Design output_buffer, sky130hd; sources not shown.
Figure 1. Supply network.
Bar = 50 um. Pins as bars on the die edge.
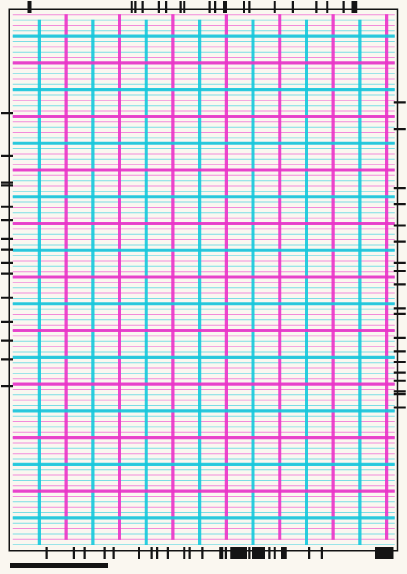
Magenta shows VDD. Cyan shows VSS.
106 signal pins sit on the boundary. 19 straps on met5. 14 straps on met4.
Die X-Extent: 197 um
core area: 52300 sq um

Figure 2. Clock wiring as the flow saved it.
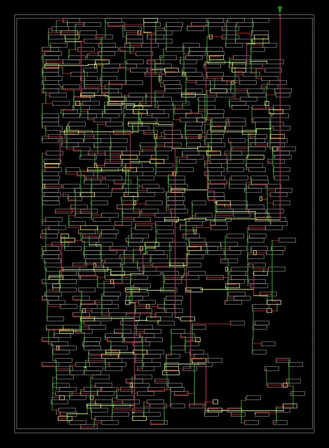
CLK BUF: 62
clk ins delay skew pair: 0.60 ns
reported clock group power: 7020 uW
Inserted Clock Buffers: 54
clock sink total: 580

Figure 3. Signal wires by layer.
Bar = 50 um. Only two layers are drawn.
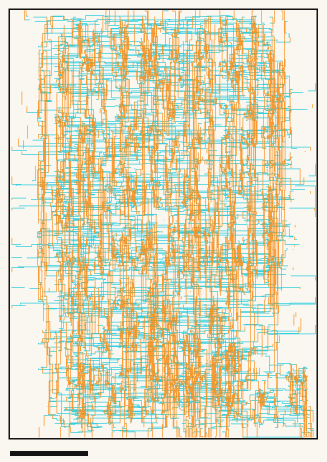
Cyan shows M1, wire length 24.1 mm. Orange shows M2, wire length 30.7 mm.
total wire length after detailed routing: 59400 um
WL per Instance: 23.0 um
total global routing track utilization: 22.3%

Figure 4. M3 wires.
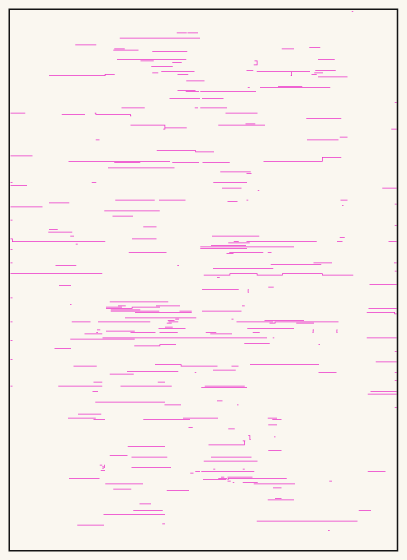
The layer carries 3070 um of wire. 133 nets have wire on it.
via count: 14.3k
met3 demand-to-capacity share in global routing: 2.73%

==> commit_impl_results.txt <==
Record implementation results from latest flow run

- Status: completed
- Combinational share of power: 40.3%
* Total of endpoints with negative setup slack in the final report: 0
- Fin nets: 1884
* HPWL after detailed placement: 32000 um
- Crit path max fanout: 69
- STA shows the worst reg2reg path with a cell count of 10.
- Once synthesis finished, the tally of register bits stood at 580.
- No sink is reached through more buffers than the 3 on the longest clock path.
* Die Outline Area: 53900 sq um
- In the finished design, the share of the clock period the worst path needs comes to 90.3%.
* Post-CTS setup repair buffer count: 0
- Total stage count of the critical path: 10
- Clock-pin slew of the registers on the worst-case setup and hold paths: 0.07 ns
* Number of filler instances in the final layout: 4382
- Top Family by Delay on Critical Path: simple AND/OR/NAND/NOR gates
- Setup TNS after final layout: 0 ns
* Setup slack at placement: 0.190 ns
- In this run the power density over the cells is 1020 nW/um^2.
* Cell type with the highest occurrence count on the critical path: buf_12
* Data arrival time of the critical path: 3.12 ns
- Diodes inserted: 0
- Per the detail_route report, DRC violations left total 0.
- Endpoint required time on the critical path: 3.42 ns
* Final Hold Vio Count: 0
* Share of total power in the clock network: 25.2%
* Cell count after synthesis: 1690
- Initial standard-cell utilization of the core: 43.6%
* Area of the synthesized netlist per yosys stat: 22800 sq um
* Commonest register cell after synthesis: edfxtp_1
- Part of the Yosys area used for sequential elements: 74.9%
* Std cell rows: 99
- Global placer's final weighted congestion: 0.861
* Reg-to-reg slack, setup: 0.30 ns
* Pleak: 0.00933 uW
* P_int: 17400 uW
- The first global-routing pass estimated 89400 um of wire.
- Share of total power consumed by net switching: 37.4%
- TritonCTS clock tree: done
- Worst-margin pin slew: 0.845 ns
- Worst path max stage delay: 0.40 ns
- Number of different library cells in the post-synthesis netlist: 48
- Clock Root Buffer: clkbuf_16
- Final critical path time including I/O delays and setup: 2.80 ns
- The number of buffers and inverters on the critical path is 3.
- In this build the clock could be raised as far as 357 MHz.
- In the final report, the number of pins over their slew limit comes to 0.
* Detail-routed via count per cell: 5.55
- Synth async-reset ratio: 11.7%
- Via count of the first global-routing pass: 14.3k
- Tool warnings: 34
* Number of nets at floorplan: 1750
- The H-tree was split into 2 levels.
- Sequential cells account for 34.5% of the total power.
* Number of cell instances after yosys synthesis: 1690
- Count of buffers inserted at the top-level ports: 105
- Number of flops mapped to enable cells by yosys: 512
- The max-slew check reports its worst relative slack as 43.7%.
- Detailed Route Iter0 Violations: 1185
- Overall power consumption after layout is estimated at 27800 uW.
* Switching component of the power: 10400 uW
* Synthesized area: 22800 sq um
- Before antenna repair, the detailed router went through 5 iterations.
- Unrepaired setup endpoints after global routing: no
- Share of cells above drive strength 1: 10.4%
* Critical Setup Path Class: reg2reg
* Critical-path cell list: inv_1 -> ha_1 -> buf_12 -> a311o_1 -> and2_4 -> buf_12 -> nand2_1 -> a32oi_1 -> a31oi_1 -> nor3_1
- Max IR drop VDD: 0.000580 V
- Max-cap viol count: 0
* PnR worst setup slack: 0.301 ns
* Max FFs per register: 512
- Entering global routing, the biggest net connects 72 pins.
* Type of element capturing the critical path: flip-flop
* Antenna-violating nets left: 0
* Number of hold buffers added after CTS: 0
- Area grow syn2layout: 20.1%
- According to the hold report, the worst path is of the in2async type.
* Total of cells resized after clock tree synthesis: 0
- STA classifies the critical path startpoint as a flip-flop.
- I/O Pins: 106
* Library cell contributing the largest single delay on the critical path: dfrtp_1
- The Yosys step of the flow raised 0 warnings.
* Remaining Overflow, GRT: 0
- Number of antenna violations at the first check in global routing: 1
- After synthesis, the mean cell area works out to 13.5 sq um.
## layer usage
metal	vias up	part of all wire [%]	wire length (um)	global-route usage, %
met5	-	0.022	13	0
li1	6517	-	-	-
met3	90	5.2	3070	2.73
met2	452	52	30700	39.4
met4	2	2.4	1440	6.90
met1	7246	41	24100	28.8
## cells by family after synthesis
kind of cell	synth area share, %
flip-flops	74.9
buffers and inverters	2.48
adder cells (fa/ha/maj)	0.549
XOR/XNOR	0.231
multiplexers	1.78
AND-OR/OR-AND	7.00
AND/OR/NAND/NOR	13.0
## through the flow
step           util [%]  instance area [sq um]  instances  hold WS (ns)
6_report           52.4                  27400       2577         0.246
5_1_grt            52.4                  27400       2577         0.275
4_1_cts            52.3                  27300       2574         0.257
3_5_place_dp       48.6                  25400       2472         0.308
3_3_place_gp       48.6                  25400       2472         0.303
2_1_floorplan         -                  22800       1690         0.279
## power by group through the flow
stage	sequential [uW]	combinational, uW	clock (uW)
after floorplan	9700	6640	0
after global routing	9650	12300	7410
after detailed placement	9760	11200	0
after CTS	9600	11200	7140
final	9590	11200	7020
after global placement	9750	11100	0
## layout make-up
| cell class | count | area [sq um] | share of cell area [%] |
|---|---|---|---|
| Sequential cell | 580 | 17100 | 62.4 |
| Clock inverter | 40 | 507 | 1.85 |
| Clock buffer | 62 | 1400 | 5.12 |
| Timing Repair Buffer | 178 | 2110 | 7.72 |
| Tap cell | 707 | 885 | 3.23 |
| Inverter | 14 | 53.8 | 0.197 |
| Multi-Input combinational cell | 996 | 5330 | 19.5 |
## Yosys cell counts, types with 6 or more instances
| master | count | area [sq um] |
|---|---|---|
| edfxtp_1 | 512 | 15400 |
| nand2_1 | 458 | 1720 |
| nand3_1 | 138 | 691 |
| dfrtp_1 | 68 | 1700 |
| a31oi_1 | 67 | 419 |
| a32oi_1 | 67 | 587 |
| nor2_1 | 58 | 218 |
| buf_2 | 56 | 280 |
| a21oi_1 | 44 | 220 |
| nor3_1 | 38 | 190 |
| mux2i_1 | 36 | 360 |
| clkbuf_1 | 30 | 113 |
| a21o_1 | 16 | 120 |
| inv_1 | 14 | 52.6 |
| ha_1 | 10 | 125 |
| o21ai_0 | 10 | 50.1 |
| buf_4 | 6 | 45.0 |
| buf_6 | 6 | 67.6 |
## layout by cell type (no fill, tap or decap), types with 44 or more instances in the layout
master,instances
edfxtp_1,512
clkdlybuf4s50_1,105
a32oi_1,66
nand2_1,456
nand3_1,138
clkbuf_16,54
dfrtp_1,68
nor2_1,46
a21oi_1,44
a31oi_1,67
## worst reg2reg max path, cell delays in order (launching register included)
cell and delay [ns]:
dfrtp_1 0.40, inv_1 0.13, ha_1 0.24, buf_12 0.17, a311o_1 0.20, and2_4 0.39, buf_12 0.35, nand2_1 0.16
a32oi_1 0.21, a31oi_1 0.10, nor3_1 0.20
Power figures rest on the tool's default switching activity, not on a simulated workload.
